==> config.mk <==
export PLATFORM = sky130hd
export DESIGN_NAME = alu_arbiter
export DESIGN_NICKNAME = d
export VERILOG_FILES = /design/src/rtl/alu_arbiter.sv
export SDC_FILE = /design/constraint.sdc
export NUM_CORES = 1
export LEC_CHECK = 0
export ABC_AREA = 1
export CAP_MARGIN = 15
export CORE_MARGIN = 2
export CORE_UTILIZATION = 40
export DETAILED_ROUTE_END_ITERATION = 8
export PLACE_DENSITY = 0.95
export SLEW_MARGIN = 0
export SYNTH_ARGS = -nofsm -noshare
export SYNTH_HDL_FRONTEND = slang
export SYNTH_SLANG_ARGS = --single-unit
==> constraint.sdc <==
create_clock -name clk -period 2.3 [get_ports clk]
set_clock_uncertainty 0.05 [all_clocks]
set_input_delay 0.46 -clock clk [delete_from_list [all_inputs] [get_ports clk]]
set_output_delay 0.46 -clock clk [all_outputs]
set_load 0.05 [all_outputs]
==> src/rtl/alu_arbiter.sv <==
// alu_arbiter: two-port round-robin arbiter sharing one registered ALU datapath
// Ports: clk/reset (sync, active-high); req{0,1}_valid/ready/a/b/op request side;
// alu_busA/busB/op registered ALU inputs; alu_dataOut + 4 flags combinational ALU outputs;
// rsp{0,1}_valid one-cycle response pulse; rsp_data/rsp_flags {zero,overflow,carryout,negative}.
module alu_arbiter #(
   parameter int WIDTH = 32,
   parameter int OPW   = 3
) (
   input  logic             clk,
   input  logic             reset,
   input  logic             req0_valid,
   input  logic             req1_valid,
   output logic             req0_ready,
   output logic             req1_ready,
   input  logic [WIDTH-1:0] req0_a,
   input  logic [WIDTH-1:0] req1_a,
   input  logic [WIDTH-1:0] req0_b,
   input  logic [WIDTH-1:0] req1_b,
   input  logic [OPW-1:0]   req0_op,
   input  logic [OPW-1:0]   req1_op,
   output logic [WIDTH-1:0] alu_busA,
   output logic [WIDTH-1:0] alu_busB,
   output logic [OPW-1:0]   alu_op,
   input  logic [WIDTH-1:0] alu_dataOut,
   input  logic             alu_zeroFlag,
   input  logic             alu_overflowFlag,
   input  logic             alu_carryoutFlag,
   input  logic             alu_negativeFlag,
   output logic             rsp0_valid,
   output logic             rsp1_valid,
   output logic [WIDTH-1:0] rsp_data,
   output logic [3:0]       rsp_flags
);
   localparam logic [1:0] IDLE = 2'd0;
   localparam logic [1:0] EXEC = 2'd1;
   localparam logic [1:0] RESP = 2'd2;
   logic [1:0]       state_q, state_d;
   logic             prio_q, owner_q;
   logic [WIDTH-1:0] busa_q, busb_q, data_q;
   logic [OPW-1:0]   op_q;
   logic [3:0]       flags_q;
   logic             grant, win;
   assign grant = state_q == IDLE && (req0_valid || req1_valid);
   // win is the granted id: prio breaks a tie, otherwise the lone valid wins
   assign win = (req0_valid && req1_valid) ? prio_q : req1_valid;
   assign req0_ready = !reset && grant && !win;
   assign req1_ready = !reset && grant && win;
   assign rsp0_valid = state_q == RESP && !owner_q;
   assign rsp1_valid = state_q == RESP && owner_q;
   assign alu_busA = busa_q;
   assign alu_busB = busb_q;
   assign alu_op = op_q;
   assign rsp_data = data_q;
   assign rsp_flags = flags_q;
   always_comb state_d = state_q == IDLE ? (grant ? EXEC : IDLE) : state_q == EXEC ? RESP : IDLE;
   always_ff @(posedge clk) begin
      if (reset) begin
         state_q <= IDLE;
         prio_q  <= 1'b0;
         owner_q <= 1'b0;
         busa_q  <= '0;
         busb_q  <= '0;
         op_q    <= '0;
         data_q  <= '0;
         flags_q <= 4'b0000;
      end else begin
         state_q <= state_d;
         if (grant) begin
            busa_q  <= win ? req1_a : req0_a;
            busb_q  <= win ? req1_b : req0_b;
            op_q    <= win ? req1_op : req0_op;
            owner_q <= win;
            prio_q  <= !win;
         end
         if (state_q == EXEC) begin
            data_q  <= alu_dataOut;
            flags_q <= {alu_zeroFlag, alu_overflowFlag, alu_carryoutFlag, alu_negativeFlag};
         end
      end
   end
endmodule

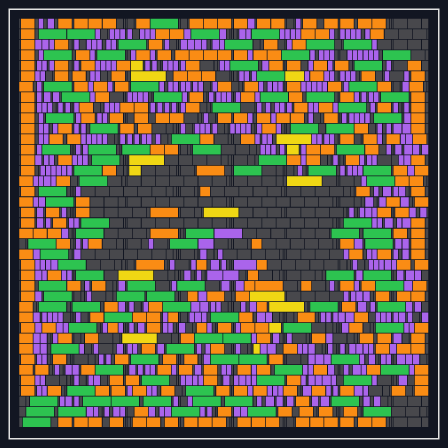
*Placement by cell class, run 1*
Fill, decap, tap and diode cells in grey.
Key: green = sequential cells [cells 107]; orange = remaining buffers and delay cells [cells 294]; yellow = clock drivers and dummy loads [cells 15]; purple = combinational and other logic [cells 524]

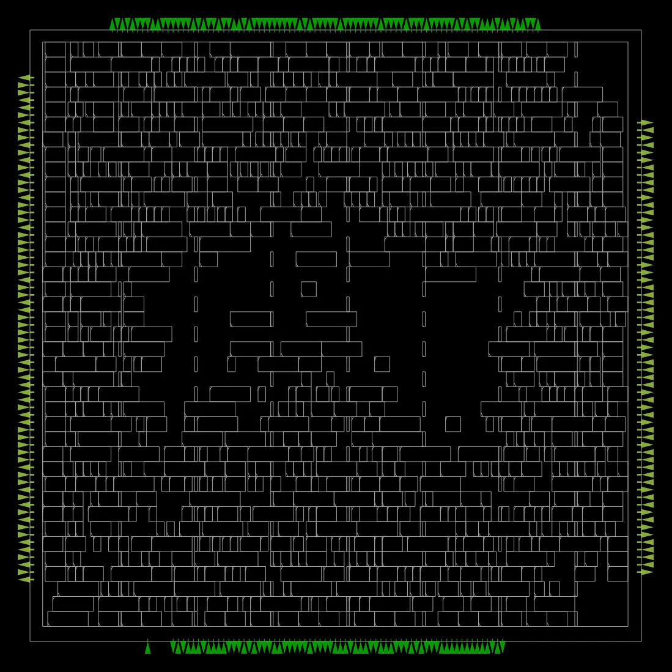
*Cell placement, run 1*
fin util: 0.692
Rows: 39
sequential share of cell area: 0.275
Floorplan Core Area: 0.0113 sq mm
TAP cells: 143

==> impl_metrics.ini, run 1 <==
; synthesis and place-and-route metrics
[setup_path]
critPathArrivalTime_ps = 1670
ff2ff_path_depth = 8
worstSetupPathType = input port to output port
setup.worst_path.start_class = input port
crit_path_end_kind = output port
worstSetupStartpoint = req0_valid
critPathSlowestCell = clkdlybuf4s50_1
reg2reg_from = state_q[0]
crit_chain = clkdlybuf4s50_1 -> nand2_2 -> nand2_4 -> nor2_4 -> inv_1 -> nor2_1 -> buf_12

[power_and_ir_drop]
comb_power_uw = 1960
p_sw_frac = 0.357
p_switching_uw = 1980
pg_clk_uw = 1450
internal-power_uw = 3570
clock_power_share = 0.261
power.density_mw_per_mm2 = 712
p_comb_frac = 0.354
seqPwrFrac = 0.385
leakage_uw = 0.00354
power_leader = sequential cells
ir_drop_uv = 389

[clock_tree]
clockRootBuffer = clkbuf_16
cts_inserted_buffers = 9
htree_levels = 3
clk_pin_slew_worst_paths_ps = 70
cts-hold-fix-buffers = 0
cts.sinks = 107
cts_setup_buffers = 0

[global_route]
antenna_found_initial = 0
busiest_layer = met2
grt-ovfl-total = 0
grt_pass1_wl_um = 24200
grtUsageMet3 = 0.0574
grt_util_met2 = 0.425
grt_max_degree = 74

[detailed_routing]
wl_met1_um = 5760
final_antenna_net_count = 0
drc = 0
via_per_inst = 4.89
drt_iter0_drc = 373
highest_layer = met4
post_drt_wl_per_cell_um = 14.1
dr_wl_met3_um = 1300
totalWireLength_um = 15200
num_vias = 5297
dr.pass1.iters = 5

[final_timing]
final.min_clock_period_ps = 2180
fmax_mhz = 459
tns_ps = 0
hold_violations = 0
relSlewSlack = 0.624
worst_hold_slack_ps = 425
worst_slack_ps = 119
worstMarginPinSlew_ps = 563
report.final.slew_viol_count = 0

[synthesis]
synthMuxAreaShare = 0
ys_sh_adder = 0
xor_share = 0
ys_sh_simple = 0.416
syn-num-nets = 850
ys_area_sq_mm = 0.00458
top_cells_by_count = nand2_1 (275), dfxtp_1 (107), nor2_1 (75)
flop_cell = dfxtp_1
numSynthFlops = 107
syn-mean-instance-area_sq_um = 6.77
top_logic_kind = simple AND/OR/NAND/NOR gates
syn_inst = 676
edf_count = 0

[floorplan]
fp.dieW_um = 111
fp.dieArea_sq_mm = 0.0123
chipHeight_um = 111

[final_layout]
buffers = 294
instances_no_fill = 1083
comb_cells = 493
nClkBuffers = 10
seqCellArea_sq_mm = 0.00214
seq_cell_count = 107
layout.nonclk_buf_frac = 0.381
final_area_sq_mm = 0.00780
nets = 1110
drive_gt1_frac = 0.0468

[placement]
hpwlAfterDp_um = 11000
dp.cells = 1068
gp_congestion = 0.861
dp_slack_ps = -25.8
port_buffers = 280

[worst_hold_path]
hp-class = flop to flop
hold_path.startpoint = prio_q

[run]
warnings = 26
drv_cap = 0

[outcome]
outcome = completed
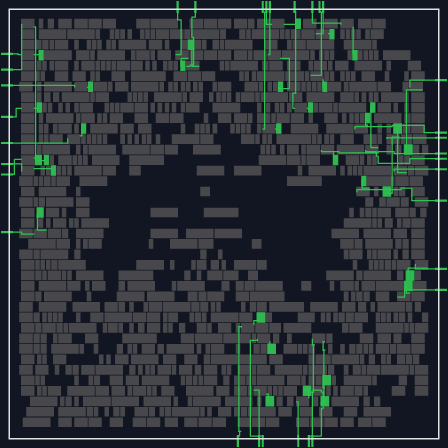
*I/O nets highlighted, run 1*
Key: green = req1_a [bits 32, direction input, edge 9 right, 9 top, 8 left, 6 bottom, end cells 32, buffers 32, wire 705 um]

==> run 2, diff against run 1 <==
--- a/config.mk
+++ b/config.mk
@@ -11,6 +11,7 @@
 export CORE_UTILIZATION = 40
 export DETAILED_ROUTE_END_ITERATION = 8
 export PLACE_DENSITY = 0.95
+export RECOVER_POWER = 50
 export SLEW_MARGIN = 0
 export SYNTH_ARGS = -nofsm -noshare
 export SYNTH_HDL_FRONTEND = slang
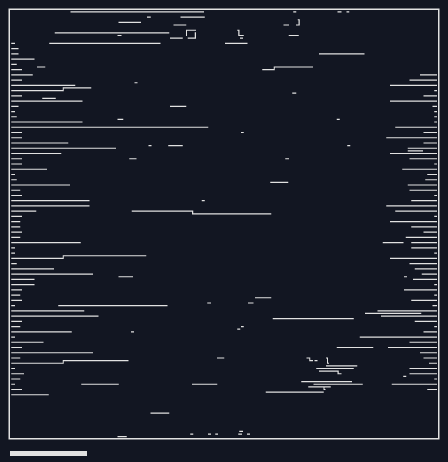
*M3 wires, run 2*
The bar under the picture is 20 um long.
The wires run mostly horizontal. The layer holds 8.7% of the routed length. The longest straight run is 50.8 um.

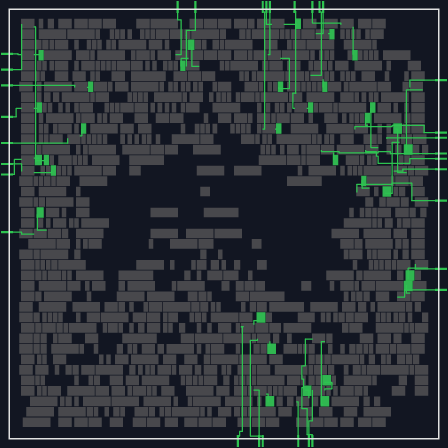
*I/O nets highlighted, run 2*
Ports: 281
Port Buffers: 280

==> run 2 against run 1 <==
Sequential power barely moved. Critical path type unchanged. Design area fell by 0.48%. Utilization fell by 0.33 points. Combinational power barely moved. Clock-buffer cell count did not move. First-iteration DRC count rose by 9.4%. Highest routed layer unchanged.
==> impl_metrics.ini, run 2 <==
; synthesis and place-and-route metrics
[outcome]
outcome = completed

[final_timing]
worst_slack_ps = 182
worstMarginPinSlew_ps = 811
relSlewSlack = 0.459
rsz0062_at_grt = false
worst_hold_slack_ps = 424
tns_ps = 0
fmax_mhz = 472
hold_violations = 0
final.min_clock_period_ps = 2120
report.final.slew_viol_count = 0

[synthesis]
area_leaders = dfxtp_1 (47%), nand2_1 (23%), nand3_1 (7.4%), nor2_1 (6.1%), o21ai_0 (3.9%)
ys_sh_adder = 0
yosys-stat-cells = 676
edf_count = 0
ys_area_sq_mm = 0.00458
top_cells_by_count = nand2_1 (275), dfxtp_1 (107), nor2_1 (75)
syn_inst = 676
synthMuxAreaShare = 0
xor_share = 0
syn-num-nets = 850
syn-mean-instance-area_sq_um = 6.77
ys_warn_count = 0
ys_seq_share = 0.468
ys_sh_simple = 0.416
numSynthFlops = 107
yosysMostFrequentCell = nand2_1
async_flop_share = 0
flop_cell = dfxtp_1
synth.distinct_cells = 22
top_area_cell = dfxtp_1
top_logic_kind = simple AND/OR/NAND/NOR gates

[global_route]
grt_max_degree = 74
grtUsageMet3 = 0.0574
grt_pass1_vias = 5086
grt_util_met2 = 0.425
antenna_found_initial = 1
use_met1 = 0.272
grtUsageTotal = 0.240
grt_pass1_wl_um = 24200
busiest_layer = met2
grt-ovfl-total = 0

[floorplan]
n_tap_cell = 143
fp.dieW_um = 111
chipHeight_um = 111
row_count = 39
fp.dieArea_sq_mm = 0.0123
coreArea_sq_mm = 0.0113

[power_and_ir_drop]
p_switching_uw = 1980
internal-power_uw = 3560
clock_power_share = 0.262
pg_clk_uw = 1450
leakage_uw = 0.00350
power_uw = 5540
seqPwrFrac = 0.386
power_leader = sequential cells
p_comb_frac = 0.352
ir_drop_uv = 388
power.density_mw_per_mm2 = 714
comb_power_uw = 1950
p_sw_frac = 0.357

[final_layout]
comb_cells = 493
layout.nonclk_buf_frac = 0.379
seqCellArea_sq_mm = 0.00214
seq_area_frac = 0.276
final_cell_mix = nand2_1 (275), clkdlybuf4s50_1 (274), dfxtp_1 (107)
instances_no_fill = 1084
finalCoreUtilization = 0.688
diodes = 1
nets = 1110
nClkBuffers = 10
sh_comb_area = 0.271
buffers = 294
drive_gt1_frac = 0.0426
num-fill-cells = 910
seq_cell_count = 107
layout_top_cell = nand2_1
area_delta_synth_final_pct = 69.5
final_area_sq_mm = 0.00776

[detailed_routing]
met2_length_um = 7530
drc = 0
drt_iter0_drc = 408
wl_met1_um = 5750
dr.pass1.iters = 5
num_vias = 5255
totalWireLength_um = 15200
dr_wl_met3_um = 1330
post_drt_wl_per_cell_um = 14.0
final_antenna_net_count = 0
highest_layer = met4
via_per_inst = 4.85

[setup_path]
reg2reg_from = state_q[0]
setup.worst_path.start_class = input port
crit_path_end_kind = output port
critPathSlowestCell = clkdlybuf4s50_1
critPathArrivalTime_ps = 1610
cp_num_buf_inv = 3
crit_chain = clkdlybuf4s50_1 -> nand2_2 -> nand2_4 -> nor2_4 -> inv_1 -> nor2_1 -> buf_12
rrSetupSlack_ps = 640
worstSetupPathType = input port to output port
ff2ff_path_depth = 7
worstSetupStartpoint = req0_valid

[clock_tree]
cts_setup_buffers = 0
cts.sinks = 107
clk_path_buf_depth = 2
cts-hold-fix-buffers = 0
clockRootBuffer = clkbuf_16
clk_latency_ps = 340
cts_inserted_buffers = 9
htree_levels = 3
clk_pin_slew_worst_paths_ps = 70

[run]
drv_cap = 0
warnings = 26

[placement]
hpwlAfterDp_um = 11000
dp.cells = 1068
dp_slack_ps = -25.8
gp_congestion = 0.861

[worst_hold_path]
hold_path.startpoint = prio_q
holdPathEnd = prio_q
hp-class = flop to flop
Power figures rest on the tool's default switching activity, not on a simulated workload.
